==> src/rtl/frecuenciometro_pkg.sv <==
// frecuenciometro_pkg: shared defaults and FSM states for the frequency meter
package frecuenciometro_pkg;
  localparam int CLK_HZ_DEF = 50_000_000;
  localparam int N_DEF = 17;
  typedef enum logic [1:0] {IDLE, CONTANDO, CAPTURA} estado_t;
endpackage

==> src/rtl/detector_flanco.sv <==
// detector_flanco: two-flop synchronizer followed by a rising-edge detector
module detector_flanco (
  input  logic clk,
  input  logic rst_n,
  input  logic d,
  output logic flanco
);
  logic [2:0] s;
  always_ff @(posedge clk or negedge rst_n)
    if (!rst_n) s <= '0;
    else s <= {s[1:0], d};
  assign flanco = s[1] & ~s[2];
endmodule

==> src/rtl/medidor_frecuencia.sv <==
// medidor_frecuencia: counts synchronized rising edges of senal_in per gate window
module medidor_frecuencia
  import frecuenciometro_pkg::*;
#(
  parameter int N = N_DEF,
  parameter int CLK_HZ = CLK_HZ_DEF,
  parameter int GATE_CYCLES = CLK_HZ
) (
  input  logic         clk,
  input  logic         rst_n,
  input  logic         senal_in,
  input  logic         habilitar,
  output logic [N-1:0] bin,
  output logic         valido,
  output logic         desborde
);
  localparam int TW = $clog2(GATE_CYCLES);
  localparam logic [TW-1:0] ULTIMO = TW'(GATE_CYCLES - 1);
  estado_t estado;
  logic [TW-1:0] timer;
  logic [N-1:0] cnt;
  logic sat, flanco;
  detector_flanco u_det (.clk(clk), .rst_n(rst_n), .d(senal_in), .flanco(flanco));
  always_ff @(posedge clk or negedge rst_n)
    if (!rst_n) begin
      estado   <= IDLE;
      timer    <= '0;
      cnt      <= '0;
      sat      <= 1'b0;
      bin      <= '0;
      valido   <= 1'b0;
      desborde <= 1'b0;
    end else begin
      valido <= 1'b0;
      case (estado)
        IDLE: begin
          timer <= '0;
          cnt   <= '0;
          sat   <= 1'b0;
          if (habilitar) estado <= CONTANDO;
        end
        CONTANDO:
          if (!habilitar) begin
            estado <= IDLE;
            timer  <= '0;
            cnt    <= '0;
            sat    <= 1'b0;
          end else begin
            timer <= timer + 1'b1;
            // a saturated counter keeps its value and only raises the overflow flag
            if (flanco) begin
              if (&cnt) sat <= 1'b1;
              else cnt <= cnt + 1'b1;
            end
            if (timer == ULTIMO) estado <= CAPTURA;
          end
        CAPTURA: begin
          bin      <= cnt;
          desborde <= sat;
          valido   <= 1'b1;
          timer    <= '0;
          cnt      <= '0;
          sat      <= 1'b0;
          estado   <= habilitar ? CONTANDO : IDLE;
        end
        default: estado <= IDLE;
      endcase
    end
endmodule

==> config.mk <==
export PLATFORM = sky130hd
export DESIGN_NAME = medidor_frecuencia
export DESIGN_NICKNAME = d
export VERILOG_FILES = /design/src/rtl/frecuenciometro_pkg.sv /design/src/rtl/detector_flanco.sv /design/src/rtl/medidor_frecuencia.sv
export SDC_FILE = /design/constraint.sdc
export NUM_CORES = 1
export LEC_CHECK = 0
export ABC_AREA = 0
export CORE_UTILIZATION = 45
export CTS_CLUSTER_DIAMETER = 60
export DETAILED_ROUTE_END_ITERATION = 10
export PLACE_DENSITY = 0.63
export SYNTH_ARGS = -nofsm -noshare
export SYNTH_HDL_FRONTEND = slang
export SYNTH_SLANG_ARGS = --single-unit
export TNS_END_PERCENT = 100
==> constraint.sdc <==
create_clock -name clk -period 3.6 [get_ports clk]
set_clock_uncertainty 0.2 [all_clocks]
set_input_delay 0.72 -clock clk [delete_from_list [all_inputs] [get_ports clk]]
set_output_delay 0.72 -clock clk [all_outputs]
set_load 0.03 [all_outputs]
**Run 1: nets reached from selected ports**

Drawn at 4 px/µm.
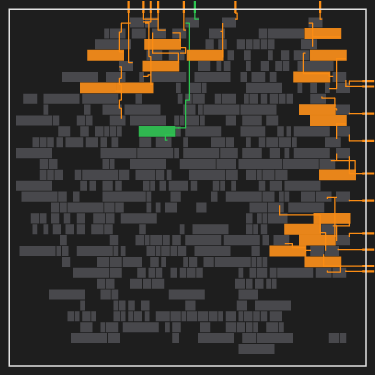
| port | color | bits | direction | end cells | wire |
|---|---|---|---|---|---|
| desborde | green | 1 | output | 1 | 37.9 µm |
| bin | orange | 17 | output | 17 | 297 µm |
# port buffers: 22
I/O pins: 23

**Run 1: metal layers overlaid**

Drawn at 6 px/µm. Only two layers are drawn.
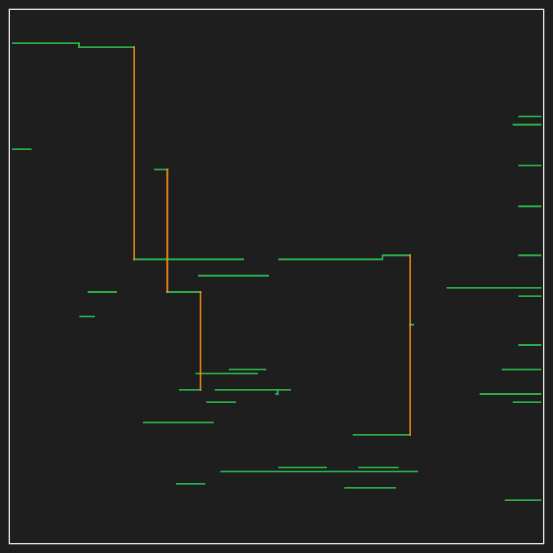
| layer | color | wire length |
|---|---|---|
| M3 | green | 277 µm |
| M4 | orange | 102 µm |
average detailed-routed wire length per instance: 15.60 µm
DRT Wirelength: 7315 µm

**Run 1: met2 routing**

Drawn at 4 px/µm. Cells faint in the background.
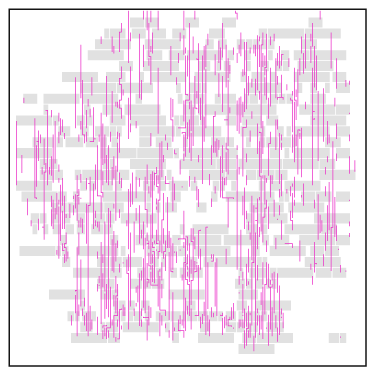
share of all routed wire: 45%
nets with wire on the layer: 306
wire length on this layer: 3270 µm
longest straight run: 32.6 µm
main direction: vertical
global-route track usage on met2: 0.3098
vias after detailed routing: 2732

**Run 1: a small window of the routed layout**

Region (57, 57) to (77, 77) µm. Cells in gray, sequential cells in the stronger gray; small squares are vias.
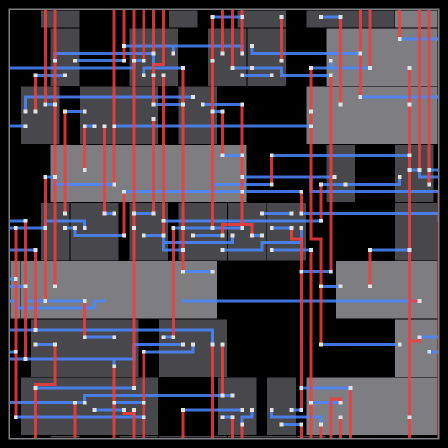
| layer | color |
|---|---|
| M2 | red |
| M1 | blue |
sequential cells in the window: 6
cells with their middle in the window: 26
most frequent: dfrtp_1 (6), o21ai_0 (3)
netlist names of flops here include: cnt (4), bin (2)

==> run 1: flip-flops by register name, summed over array words and instances (netlist names) <==
register	cells
timer	26
bin	17
cnt	17
u_det.s	3
estado	2
desborde	1
sat	1
valido	1
==> run 1: cells by family (layout without fill, tap and decap cells) <==
| family | after synthesis | count (layout) | synth area share |
|---|---|---|---|
| adders and majority gates | 3 | 3 | 0.01107 |
| and+or+nand+nor | 143 | 143 | 0.2235 |
| AOI/OAI and AO/OA | 83 | 83 | 0.1520 |
| muxes | 18 | 18 | 0.05902 |
| DFF | 68 | 68 | 0.5017 |
| buffers and inverters | 29 | 49 | 0.03726 |
| xor gates and xnor gates | 6 | 6 | 0.01550 |
==> run 1: per-layer routing <==
layer / GRT usage / routed length [µm]
met3: 0.03638 / 276
met1: 0.3040 / 3667
met2: 0.3098 / 3269
met5: 0 / 0
met4: 0.08211 / 102
==> run 1: how the worst min path moves through the flow <==
stage	start	endpoint	slack [ns]	depth (start not counted)
after floorplan	u_det.s[0]	u_det.s[1]	0.13	0
after global placement	u_det.s[0]	u_det.s[1]	0.16	0
after detailed placement	u_det.s[0]	u_det.s[1]	0.16	0
after CTS	u_det.s[0]	u_det.s[1]	0.17	0
after global routing	u_det.s[0]	u_det.s[1]	0.18	0
final	u_det.s[0]	u_det.s[1]	0.17	0
==> run 1: power breakdown <==
group	leakage, nW	switching (mW)	internal (mW)
Sequential	0.940	0.00599	0.767
Clock	0.105	0.302	0.387
Combinational	0.592	0.0381	0.0141
==> run 1: metrics by stage <==
step / std cells / instance area, µm²
3_3_place_gp: 454 / 3669
5_1_grt: 469 / 3882
6_report: 469 / 3882
3_5_place_dp: 454 / 3669
4_1_cts: 469 / 3882
2_1_floorplan: 350 / 3392
==> CHANGELOG.md, run 1 <==
### Implementation results

* Mapped Nets at 357
* Cell count after synthesis at 350
* Most numerous cell on the critical path: sky130_fd_sc_hd__ha_1
* Category of cells accounting for the largest share of critical-path delay: simple AND/OR/NAND/NOR gates
* Cell count along the critical path at 9
* Fraction of layout cells with a size suffix above 1 at 0.1162
* Type of element capturing the critical path: flop
* Floorplan die area at 0.007889 mm²
* Post-synth top cells: sky130_fd_sc_hd__dfrtp_1, sky130_fd_sc_hd__nand2_1, sky130_fd_sc_hd__o21ai_0
* Wire length of the first global-routing pass at 12470 µm
* Clock tree sinks at 68
* Final Hold Violation Tally at 0
* Inverters at 7
* ANT nets after route at 0
* Unrepaired setup endpoints after global routing: false
* Logic depth of the worst register-to-register path at 9
* Detail Placement HPWL at 4846 µm
* Clock buffers created by TritonCTS at 9
* Clock-pin transition on the worst setup and hold timing paths at 0.08 ns
* Finish-stage setup viols at 0
* Worst R2R Setup Slack at 0.68 ns
* Worst setup path startpoint: cnt[0]
* Clock insertion delay at the later pin of the skew report at 0.34 ns
* Worst slew margin at 0.4092
* Number of warnings in the stage logs at 26
* Flop share of the area at 0.4383
* Layout clock buffer count at 9
* Maximum vdd ir drop at 217.4 µV
* Shortest clock period the worst path allows after layout at 2.921 ns
* Max Buffers Root-to-Sink at 2
* Setup Buffers After CTS at 0
* Number of tap instances at 99
* Syn_area_per_cell at 9.691 µm²
* Worst-margin pin slew at 0.8841 ns
* Number of warnings reported in the yosys synthesis log at 0
* Seq. cell area at 0.001702 mm²
* Status: completed
* Count of flip-flops with a built-in enable after synthesis at 0
* Cell area after technology mapping at 0.003392 mm²
* TritonCTS clock tree: built
* Ordered cell list for the critical path: ha_1 > nand2_1 > nor2_1 > and3_1 > ha_1 > or4b_4 > a211o_4 > or3_1 > a21oi_1
* Fmax at 342.4 MHz
* Yosys Chip Area at 0.003392 mm²
* Final global-route overflow total at 0
* Hold buffers post-CTS at 0
* PnR Total Power at 1.515 mW
* End of the worst register-to-register path: cnt[10]
* Most area-hungry cell type in the Yosys netlist: sky130_fd_sc_hd__dfrtp_1
* Most area-hungry cell class in the final design: sequential cells
* Worst-path fanout max at 8
* CORE AREA at 0.007253 mm²
* Number of flip-flops and latches at 68
* Number of multi-input combinational cells at 253
* Areal power density over the cells at 390.2 mW/mm²
* Worst hold slack at 0.1710 ns
* Area taken by multi-input logic gates at 0.001564 mm²
* Buf+Inv Stages, Crit Path at 0
* Number of unique standard cell types used by synthesis at 48
* Floorplan die width at 88.82 µm
* Final standard cell utilization of the core at 0.5353
* # Max-Cap Violations at 0
* Clock distribution area overhead in the final layout at 0.05511
* Leading register cell type out of synthesis: sky130_fd_sc_hd__dfrtp_1
* Floorplan-stage core utilization at 0.4677
* Number of inserted filler cells in the final layout at 668
* Slowest stage cell on the critical path: sky130_fd_sc_hd__or4b_4
* Cell count in the Yosys report at 350
* Global-route total usage across every layer at 0.2088
* Top cells by area, synth: sky130_fd_sc_hd__dfrtp_1, sky130_fd_sc_hd__mux2_2, sky130_fd_sc_hd__nand2_1
* Worst slack at placement at 0.6910 ns
* Proportion of synthesized flip-flops having asynchronous set or reset at 1.000
* Setup TNS at 0 ns
* Fin. max-slew vios at 0
* Sequential share of the synthesized area at 0.5017
* First-pass detailed-route iteration total at 5
* Synth top cell by count: sky130_fd_sc_hd__dfrtp_1
* DRC at 0
* Non-clock buffer share at 0.06510
* Launch instance of the worst register-to-register path: cnt[0]
* Row Count at 31
* #FFs+latches synth at 68
* Path class of the lowest-slack min-delay path: flop to flop
* Crit path largest cell delay at 0.57 ns
* Antenna Cells at 0
**Run 1: clock wiring as the flow saved it**

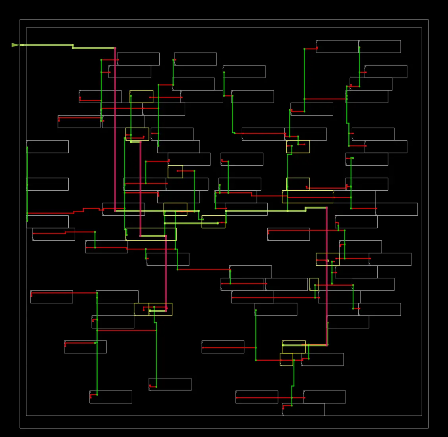

==> inputs of run 2 (changes only) <==
--- a/config.mk
+++ b/config.mk
@@ -9,7 +9,7 @@
 export CORE_UTILIZATION = 45
 export CTS_CLUSTER_DIAMETER = 60
 export DETAILED_ROUTE_END_ITERATION = 10
-export PLACE_DENSITY = 0.63
+export PLACE_DENSITY = 0.65
 export SYNTH_ARGS = -nofsm -noshare
 export SYNTH_HDL_FRONTEND = slang
 export SYNTH_SLANG_ARGS = --single-unit
==> constraint.sdc (replaced) <==
create_clock -name clk -period 2.6 [get_ports clk]
set_clock_uncertainty 0.2 [all_clocks]
set_input_delay 0.52 -clock clk [delete_from_list [all_inputs] [get_ports clk]]
set_output_delay 0.52 -clock clk [all_outputs]
set_load 0.03 [all_outputs]
**Run 2: clock wiring as the flow saved it**

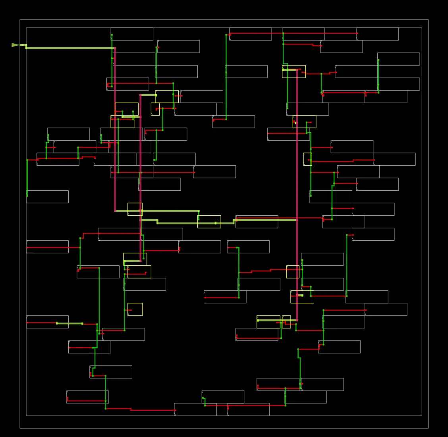
layout clock buffer count: 10
clock tree sinks: 68
number of flip-flops and latches: 68
clock insertion delay at the later pin of the skew report: 0.35 ns
clock buffers created by TritonCTS: 9

**Run 2: met2 routing**

Drawn at 4 px/µm. Cells faint in the background.
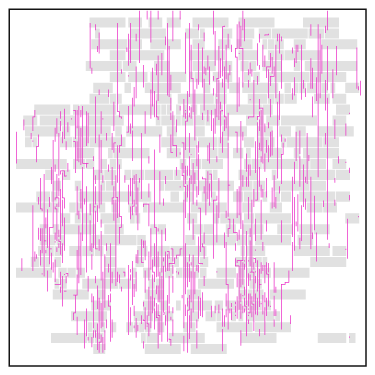
wire length on this layer: 3330 µm
main direction: vertical
share of all routed wire: 44%
DRT Wirelength: 7515 µm
global-route track usage on met2: 0.3252
vias after detailed routing: 2858

==> CHANGELOG.md, run 2 <==
### Implementation results

* Status: finished, violations left
* Violated checks: negative hold slack, negative setup slack
* Post-synth top cells: sky130_fd_sc_hd__dfrtp_1, sky130_fd_sc_hd__nand2_1, sky130_fd_sc_hd__o21ai_0
* I/O pins at 23
* DRC at 0
* Most flops, register: timer
* Area taken by multi-input logic gates at 0.001602 mm²
* Worst-path fanout max at 7
* Number of unique standard cell types used by synthesis at 48
* Clock distribution area overhead in the final layout at 0.04290
* Ordered cell list for the critical path: ha_2 > nand2_2 > nor2_1 > and3_1 > ha_2 > or4b_4 > a211o_4 > or3_4 > a21oi_2
* Floorplan-stage core utilization at 0.4677
* ANT nets after route at 0
* Worst setup path startpoint: cnt[1]
* Buf+Inv Stages, Crit Path at 0
* TritonCTS clock tree: built
* Post-layout worst setup margin at -0.1178 ns
* Non-clock buffer share at 0.1233
* Finish-stage setup viols at 8
* Dpl cell area at 0.003926 mm²
* Syn_area_per_cell at 9.691 µm²
* Number of multi-input combinational cells at 253
* Detail Placement HPWL at 5106 µm
* Sequential share of the synthesized area at 0.5017
* Number of inserted filler cells in the final layout at 649
* Most area-hungry cell type in the Yosys netlist: sky130_fd_sc_hd__dfrtp_1
* Worst-margin pin slew at 0.4998 ns
* Floorplan die area at 0.007889 mm²
* Final standard cell utilization of the core at 0.5710
* # Max-Cap Violations at 0
* Cell count after synthesis at 350
* Maximum vdd ir drop at 243.5 µV
* Worst slew margin at 0.6668
* Worst hold slack at -0.01579 ns
* Slowest stage cell on the critical path: sky130_fd_sc_hd__or4b_4
* Logic depth of the worst register-to-register path at 9
* Category of cells accounting for the largest share of critical-path delay: simple AND/OR/NAND/NOR gates
* Max Buffers Root-to-Sink at 2
* Row Count at 31
* Synth top cell by count: sky130_fd_sc_hd__dfrtp_1
* Yosys Chip Area at 0.003392 mm²
* Top cells by area, synth: sky130_fd_sc_hd__dfrtp_1, sky130_fd_sc_hd__mux2_2, sky130_fd_sc_hd__nand2_1
* Post-route cell area at 0.004141 mm²
* Proportion of synthesized flip-flops having asynchronous set or reset at 1.000
* Leading register cell type out of synthesis: sky130_fd_sc_hd__dfrtp_1
* Number of warnings reported in the yosys synthesis log at 0
* Unrepaired setup endpoints after global routing: true
* PnR Total Power at 1.951 mW
* Type of element capturing the critical path: flop
* Wire length of the first global-routing pass at 12990 µm
* Worst slack at placement at -0.07610 ns
* Inverters at 7
* Fmax at 367.9 MHz
* Average detailed-routed wire length per instance at 15.00 µm
* CORE AREA at 0.007253 mm²
* End of the worst register-to-register path: cnt[8]
* Final Hold Violation Tally at 25
* Cell count along the critical path at 9
* Flip-flop count of the largest register, all copies and words added at 26
run 2: logic make-up after synthesis:
group	after synthesis	synth area share
AOI/OAI and AO/OA	83	0.1520
xor gates and xnor gates	6	0.01550
adders and majority gates	3	0.01107
buffers and inverters	29	0.03726
DFF	68	0.5017
muxes	18	0.05902
and+or+nand+nor	143	0.2235
run 2: what timing repair did:
item                       in CTS  in global routing
pin swaps                       1                  2
setup endpoints to repair       9                 11
resized                         0                  8
buffers inserted                0                  1
run 2: report_power, final:
part | total, mW | internal, mW | switching, mW
Combinational | 0.0902 | 0.0328 | 0.0574
Sequential | 1.07 | 1.06 | 0.00753
Clock | 0.791 | 0.370 | 0.421
Total | 1.95 | 1.47 | 0.486
run 2: per-stage QoR:
step | hold slack [ns] | setup TNS, ns
3_5_place_dp | 0.1394 | -0.3296
4_1_cts | 0.007013 | -0.5358
5_1_grt | 0.02782 | -1.216
3_3_place_gp | 0.1388 | -0.08337
2_1_floorplan | 0.02441 | -0.4664
6_report | -0.01579 | -0.5687
run 2: how the worst min path moves through the flow:
stage	start	to	cells after the start
after floorplan	rst_n	bin[0]	0
final	rst_n	timer[13]	2
after global routing	rst_n	bin[2]	2
after detailed placement	u_det.s[0]	u_det.s[1]	0
after global placement	u_det.s[0]	u_det.s[1]	0
after CTS	rst_n	cnt[13]	2
run 2: per-layer routing:
| metal | wire, µm | share of wire | vias up | global-route usage |
|---|---|---|---|---|
| met2 | 3334 | 0.44 | 85 | 0.3252 |
| met5 | 0 | 0 | - | 0 |
| met1 | 3692 | 0.49 | 1375 | 0.3066 |
| met4 | 129 | 0.017 | 0 | 0.09531 |
| met3 | 357 | 0.048 | 13 | 0.03825 |
| li1 | - | - | 1385 | - |
No activity file was given, so power comes from the tool's default toggle rates.
